**src/rtl/multicycle_control.sv**
```systemverilog
// multicycle_control: Moore control FSM sequencing a multicycle MIPS datapath, with retire counter and illegal-op flag
module multicycle_control #(
  parameter int CNT_W = 32
) (
  input  logic             clk,
  input  logic             reset,
  input  logic [5:0]       Op,
  input  logic [5:0]       Funct,
  input  logic             Zero,
  output logic             IorD,
  output logic             MemWrite,
  output logic             IRWrite,
  output logic             RegDst,
  output logic             MemtoReg,
  output logic             RegWrite,
  output logic             ALUSrcA,
  output logic [1:0]       ALUSrcB,
  output logic [2:0]       ALUControl,
  output logic [1:0]       PCSrc,
  output logic             PCEn,
  output logic [3:0]       state,
  output logic             illegal_op,
  output logic [CNT_W-1:0] retired
);
  typedef enum logic [3:0] {
    FETCH    = 4'd0,
    DECODE   = 4'd1,
    MEMADR   = 4'd2,
    MEMRD    = 4'd3,
    MEMWB    = 4'd4,
    MEMWR    = 4'd5,
    EXECUTE  = 4'd6,
    ALUWB    = 4'd7,
    BRANCH   = 4'd8,
    ADDIEXEC = 4'd9,
    ADDIWB   = 4'd10,
    JUMP     = 4'd11
  } state_t;

  state_t           r_state, w_next;
  logic [CNT_W-1:0] r_retired;
  logic             w_pcwrite, w_branch, w_retire;
  logic [2:0]       w_funct_alu;

  assign state   = r_state;
  assign retired = r_retired;
  assign w_funct_alu = Funct == 6'b100010 ? 3'b110 :
                       Funct == 6'b100100 ? 3'b000 :
                       Funct == 6'b100101 ? 3'b001 :
                       Funct == 6'b101010 ? 3'b111 :
                       Funct == 6'b100111 ? 3'b100 : 3'b010;

  always_ff @(posedge clk) begin
    if (reset) begin
      r_state   <= FETCH;
      r_retired <= '0;
    end else begin
      r_state <= w_next;
      if (w_retire) r_retired <= r_retired + 1'b1;
    end
  end

  // Reset gates every output so an aborted instruction never writes anything.
  always_comb begin
    w_next     = FETCH;
    IorD       = 1'b0;
    MemWrite   = 1'b0;
    IRWrite    = 1'b0;
    RegDst     = 1'b0;
    MemtoReg   = 1'b0;
    RegWrite   = 1'b0;
    ALUSrcA    = 1'b0;
    ALUSrcB    = 2'b00;
    ALUControl = 3'b000;
    PCSrc      = 2'b00;
    illegal_op = 1'b0;
    w_pcwrite  = 1'b0;
    w_branch   = 1'b0;
    w_retire   = 1'b0;
    if (!reset) begin
      case (r_state)
        FETCH: begin
          w_next     = DECODE;
          ALUSrcB    = 2'b01;
          ALUControl = 3'b010;
          IRWrite    = 1'b1;
          w_pcwrite  = 1'b1;
        end
        DECODE: begin
          ALUSrcB    = 2'b11;
          ALUControl = 3'b010;
          w_next     = (Op == 6'b100011 || Op == 6'b101011) ? MEMADR :
                       (Op == 6'b000000 && Funct != 6'b000000) ? EXECUTE :
                       Op == 6'b000100 ? BRANCH :
                       Op == 6'b001000 ? ADDIEXEC :
                       Op == 6'b000010 ? JUMP : FETCH;
          illegal_op = !(Op inside {6'b100011, 6'b101011, 6'b000000, 6'b000100, 6'b001000, 6'b000010});
          w_retire   = w_next == FETCH;
        end
        MEMADR: begin
          w_next     = Op == 6'b100011 ? MEMRD : MEMWR;
          ALUSrcA    = 1'b1;
          ALUSrcB    = 2'b10;
          ALUControl = 3'b010;
        end
        MEMRD: begin
          w_next = MEMWB;
          IorD   = 1'b1;
        end
        MEMWB: begin
          MemtoReg = 1'b1;
          RegWrite = 1'b1;
          w_retire = 1'b1;
        end
        MEMWR: begin
          IorD     = 1'b1;
          MemWrite = 1'b1;
          w_retire = 1'b1;
        end
        EXECUTE: begin
          w_next     = ALUWB;
          ALUSrcA    = 1'b1;
          ALUControl = w_funct_alu;
        end
        ALUWB: begin
          RegDst   = 1'b1;
          RegWrite = 1'b1;
          w_retire = 1'b1;
        end
        BRANCH: begin
          ALUSrcA    = 1'b1;
          ALUControl = 3'b110;
          PCSrc      = 2'b01;
          w_branch   = 1'b1;
          w_retire   = 1'b1;
        end
        ADDIEXEC: begin
          w_next     = ADDIWB;
          ALUSrcA    = 1'b1;
          ALUSrcB    = 2'b10;
          ALUControl = 3'b010;
        end
        ADDIWB: begin
          RegWrite = 1'b1;
          w_retire = 1'b1;
        end
        JUMP: begin
          PCSrc     = 2'b10;
          w_pcwrite = 1'b1;
          w_retire  = 1'b1;
        end
        default: w_next = FETCH;
      endcase
    end
  end

  assign PCEn = w_pcwrite | (w_branch & Zero);
endmodule

```
**config.mk**
```make
export PLATFORM = sky130hd
export DESIGN_NAME = multicycle_control
export DESIGN_NICKNAME = d
export VERILOG_FILES = /design/src/rtl/multicycle_control.sv
export SDC_FILE = /design/constraint.sdc
export NUM_CORES = 1
export LEC_CHECK = 0
export CORE_MARGIN = 2
export CORE_UTILIZATION = 51
export DETAILED_ROUTE_END_ITERATION = 7
export PLACE_DENSITY_LB_ADDON = 0.25
export RECOVER_POWER = 50
export SLEW_MARGIN = 5
export SYNTH_ARGS = -nofsm -noshare
export SYNTH_HDL_FRONTEND = slang
export SYNTH_SLANG_ARGS = --single-unit
export TNS_END_PERCENT = 50
```
**constraint.sdc**
```tcl
create_clock -name clk -period 6.5 [get_ports clk]
set_clock_uncertainty 0.1 [all_clocks]
set_input_delay 0.975 -clock clk [delete_from_list [all_inputs] [get_ports clk]]
set_output_delay 0.975 -clock clk [all_outputs]
set_load 0.005 [all_outputs]
```
Run 1, floorplan with the power grid:
The bar under the picture is 20 um long. Pins as bars on the die edge.
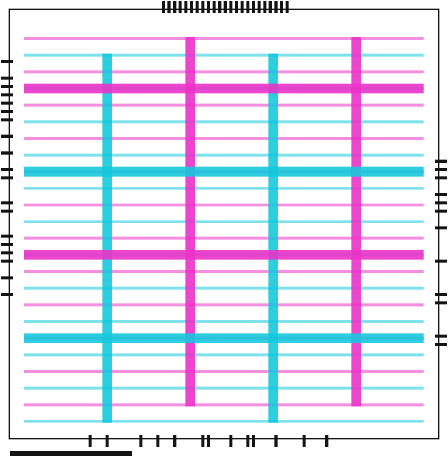
- VSS: cyan
- VDD: magenta
- met1 rails: 24
- met5 straps: 4

Run 1, placement by cell class:
The bar under the picture is 20 um long.
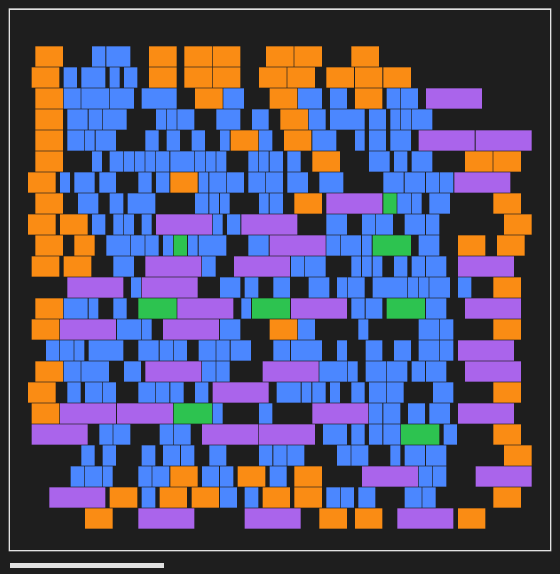
- clock drivers and dummy loads: green (cells 8)
- combinational and other logic: blue (cells 233)
- flops: purple (cells 36)
- other buffers and delay cells: orange (cells 67)

Run 1, routed clock nets over the placement:
The bar under the picture is 20 um long.
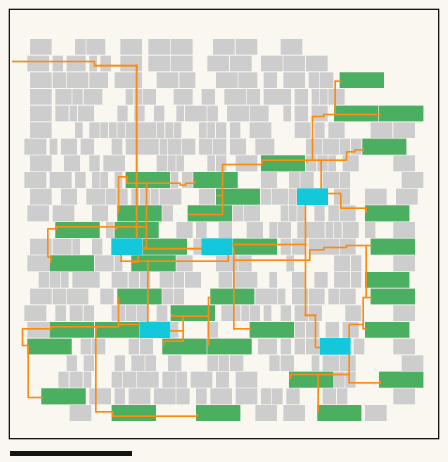
- clock wires: orange (length 473 um)
- clock drivers: cyan (count 5)
- flip-flops: green (count 36)
- routed clock nets: 6
clk pwr: 0.000166 W
worst-skew pair later-pin latency: 290 ps
Clock Power Share: 37.0%

==> out/results.txt, run 1 <==
Status = complete, but fails checks
Failing checks = max-capacitance violations, max-slew violations
Die H = 70.0 um
DR iter-0 viols = 202
Top Layout Cells = dlygate4sd3_1 (38), dfxtp_1 (36), a21oi_1 (35)
Slew Viols, Final = 62
Port bufs = 66
Synth-to-Final Area Change = 31.2%
RD Place Congestion = 0.937
Pin count of the biggest net entering global routing = 62
Worst hold slack = 392 ps
CP endpoint = retired[20]
Max FO, Critical Path = 61
Final Net Count = 359
Start point of the critical path = Op[2]
Post-Syn Nets = 306
R2R setup slack = 3200 ps
XOR Share, Synth = 1.18%
Die X = 70.0 um
Die Area = 4890 um2
GRT overflow = 0
First-pass GRT wire length = 9890 um
Drt pass-1 iters = 4
# Cells Yosys = 290
CTS root buf = clkbuf_8
Cell Chain, Critical Path = dlygate4sd3_1 -> or4_1 -> a211oi_1 -> o32a_1 -> nor4_1 -> mux2_1
Vias after detailed routing = 2407
Distinct cell type count after synthesis = 47
Basic Gates by Area = 34.7%
Synth Seq Share = 32.5%
Num CTS Buffers = 5
Psw = 0.000116 W
Count of tool warnings = 26
Htree depth = 2
Required time of the worst setup path = 6580 ps
Grt met2 use = 39.7%
Routed Antenna Nets = 0
Post-CTS Hold Buffers = 0
Vias in the first global route = 2128
Layout cell share with drive strength beyond 1 = 4.07%
Ys async rst share = 0%
Fmax = 0.224 GHz
Max capacitance violation total = 1
Max incr delay on CP = 1440 ps
Internal power = 0.000332 W
run 1: worst min path at each step:
stage,slack (ps),start,end,depth (start not counted)
after floorplan,370,retired[31],retired[31],2
after global placement,390,retired[8],retired[8],2
after detailed placement,390,retired[31],retired[31],2
after CTS,400,retired[31],retired[31],2
after global routing,430,retired[8],retired[8],2
final,390,retired[8],retired[8],2
run 1: power by group through the flow:
stage               clock [W]  combinational [W]  sequential (W)
global route         0.000176          0.0000599        0.000229
global placement            0          0.0000557        0.000233
finish               0.000166          0.0000544        0.000228
floorplan                   0          0.0000363        0.000231
detailed placement          0          0.0000564        0.000233
CTS                  0.000168          0.0000567        0.000228
run 1: state kept, by name, summed over array words and instances, names as in the netlist:
register,count
retired,32
state,4
run 1: per-stage QoR:
stage          cells  area [um2]
6_report         394        2910
2_1_floorplan    290        2220
3_3_place_gp     386        2840
4_1_cts          394        2930
5_1_grt          394        2910
3_5_place_dp     386        2840
run 1: critical path: cells and delay by family:
family,cells,cell delay (ps)
buffers and inverters,1,600
and+or+nand+nor,2,780
AOI/OAI and AO/OA,2,1780
muxes,1,380
run 1: Yosys cell counts (all sizes together), types with 2 or more instances:
master | count | area (um2)
nor3 | 8 | 40.0
xor2 | 2 | 17.5
a31oi | 3 | 18.8
o211ai | 2 | 15.0
and4 | 2 | 17.5
nand4 | 8 | 50.1
nor2 | 19 | 71.3
nor3b | 2 | 20.0
or4 | 16 | 120
and3 | 5 | 31.3
buf | 8 | 63.8
o21ai | 17 | 85.1
dfxtp | 36 | 721
nor4 | 7 | 56.3
or3 | 15 | 93.8
nand3 | 18 | 90.1
a21oi | 35 | 175
nor2b | 4 | 25.0
nor4b | 2 | 17.5
clkbuf | 13 | 48.8
a211oi | 2 | 20.0
o31ai | 15 | 113
o41ai | 2 | 17.5
inv | 7 | 26.3
nand2 | 23 | 86.3
nand2b | 4 | 25.0
run 1: area by class of cell:
cell class,instances,area (um2),area share (%)
clock buffer,6,82.6,2.84
timing repair buffer,67,668,22.9
tap,50,62.6,2.15
multi-input combinational,226,1340,46.1
clock inverter,2,10.0,0.344
sequential,36,721,24.8
inverter,7,26.3,0.902
run 1: routing by layer:
metal | vias to the layer above | routed length (um)
met1 | 1120 | 2710
li1 | 1212 | -
met5 | - | 0
met4 | 0 | 103
met2 | 64 | 2850
met3 | 11 | 236
run 1: cell families after synthesis:
group | after synthesis
AND-OR/OR-AND | 84
XOR/XNOR | 3
adder cells (fa/ha/maj) | 1
buffers and inverters | 28
flip-flops | 36
multiplexers | 2
AND/OR/NAND/NOR | 136
Run 1, routing congestion map:
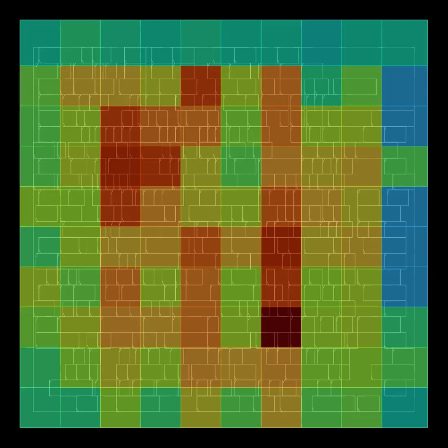

==> run 1 -> run 2 <==
CORE_UTILIZATION = 43   (was 51)
clock period = 3.8 ns   (was 6.5 ns; I/O delays follow)
Run 2, routing congestion map:
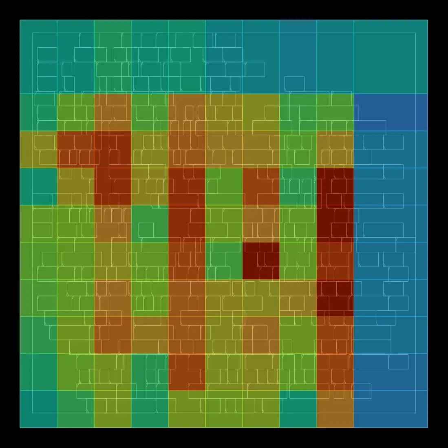
grt met2 use: 35.4%
M1 GR Usage: 26.9%
met3 Usage GRT: 4.63%
grt peak-use layer: met2
GRT Util Overall: 21.4%

==> run 2 against run 1 <==
  * The flow now finishes without violations
  * Sequential share of layout area is 0.47 points lower
  * Combinational power is 73% higher
  * Synthesized cell count did not move
  * First-iteration DRC count is 36% lower
  * Critical path type unchanged
  * Critical endpoint unchanged
==> out/results.txt, run 2 <==
Start point of the critical path = Op[2]
Count leader, synth = dfxtp_1
Drt pass-1 iters = 5
Clock Power Share = 41.7%
Die X = 75.8 um
Met1 WL = 2640 um
DR iter-0 viols = 129
Pin count of the biggest net entering global routing = 62
Post-Syn Nets = 306
GRT overflow = 0
Max FFs per register = 32
Crit start category = input port
Ys async rst share = 0%
Distinct cell type count after synthesis = 47
Max FO, Critical Path = 61
R2R setup slack = 1030 ps
RSZ-0062 raised after global routing = false
Post-synth top area cell = dfxtp_1
Slew Viols, Final = 0
RD Place Congestion = 0.860
Worst reg-to-reg path cell count = 5
Synth Seq Share = 32.5%
# Cells Yosys = 290
Routed Antenna Nets = 0
Required time of the worst setup path = 3880 ps
Routed wl met3 = 243 um
DR top layer = met4
Internal power = 0.000621 W
Final Net Count = 360
Placed cell count = 407
Fin cells = 415
Htree depth = 2
Post-CTS Hold Buffers = 0
WL met2 = 2820 um
Status = completed
Psw = 0.000209 W
Synth-to-Final Area Change = 33.8%
Die Area = 5750 um2
First-pass GRT wire length = 9600 um
Num CTS Buffers = 5
Most frequent cells after synthesis = dfxtp_1 (36), a21oi_1 (35), nand2_1 (23)
Vias after detailed routing = 2394
Vias in the first global route = 2183
Post-synth top area share = 32.5%
CTS root buf = clkbuf_8
Fp util = 44.0%
CP endpoint = retired[20]
Worst-skew pair later-pin latency = 290 ps
Run 2, routed clock nets over the placement:
The bar under the picture is 20 um long.
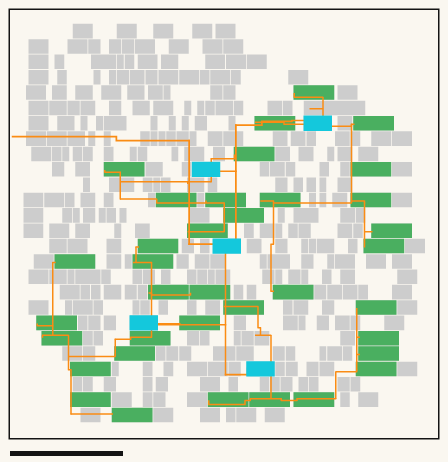
- clock drivers: cyan (count 5)
- clock wires: orange (length 463 um)
- flip-flops: green (count 36)
- routed clock nets: 6

==> run 2: cell types whose count changed in the layout (fill, tap and decap cells not counted) <==
cell        previous run  this run
buf_4                  1         2
bufinv_16              0         1
clkbuf_8               6         5
clkinv_2               2         0
clkinvlp_4             0         1
inv_6                  0         1
o21ai_0               16        15
o21ai_1                1         2
o32a_1                 1         0
o32a_2                 0         1
==> run 2: cell type report <==
cell class / instances / area, um2 / area share, %
clock buffer: 5 / 68.8 / 2.32
clock inverter: 3 / 46.3 / 1.56
inverter: 7 / 26.3 / 0.885
multi-input combinational: 226 / 1340 / 45.2
sequential: 36 / 721 / 24.3
tap: 70 / 87.6 / 2.95
timing repair buffer: 68 / 676 / 22.8
==> run 2: routing by layer <==
layer / global-route usage (%) / vias up
met5: 0 / -
met4: 8.58 / 0
met3: 4.63 / 10
met2: 35.4 / 57
met1: 26.9 / 1113
li1: - / 1214
==> run 2: per-stage QoR <==
| stage | utilization, % | instance area [um2] | hold slack, ps | power (W) | setup slack (ps) |
|---|---|---|---|---|---|
| floorplan | - | 2220 | 368 | 0.000457 | 1440 |
| global placement | 56.9 | 2870 | 382 | 0.000495 | 719 |
| detailed placement | 56.9 | 2870 | 389 | 0.000497 | 624 |
| CTS | 59.2 | 2980 | 404 | 0.000842 | 582 |
| global route | 58.9 | 2970 | 431 | 0.000866 | 268 |
| finish | 58.9 | 2970 | 396 | 0.000829 | 437 |
==> run 2: power by group through the flow <==
stage                     Combinational (W)  Sequential (W)  Clock [W]
after floorplan                   0.0000622        0.000395          0
after global placement            0.0000967        0.000398          0
after detailed placement          0.0000982        0.000398          0
after CTS                         0.0000979        0.000390   0.000354
after global routing               0.000103        0.000391   0.000371
final                             0.0000941        0.000389   0.000346
==> run 2: worst max-delay path: stages <==
cell,delay [ps]
dlygate4sd3_1,600
or4_1,580
a211oi_1,340
o32a_2,830
nor4_1,160
mux2_1,350
==> run 2: logic make-up (layout without fill, tap and decap cells) <==
kind of cell | after synthesis | in the layout | share of synthesized area [%]
muxes | 2 | 2 | 0.959
buffers and inverters | 28 | 83 | 6.26
AOI/OAI and AO/OA | 84 | 84 | 23.9
xor gates and xnor gates | 3 | 3 | 1.18
DFF | 36 | 36 | 32.5
adders and majority gates | 1 | 1 | 0.564
and+or+nand+nor | 136 | 136 | 34.7
==> run 2: worst min-delay path by stage <==
stage,startpoint,endpoint,cells past startpoint
after global placement,retired[31],retired[31],2
after CTS,retired[28],retired[28],2
after global routing,retired[8],retired[8],2
final,retired[8],retired[8],2
after detailed placement,retired[21],retired[21],2
after floorplan,retired[31],retired[31],2
No activity file was given, so power comes from the tool's default toggle rates.
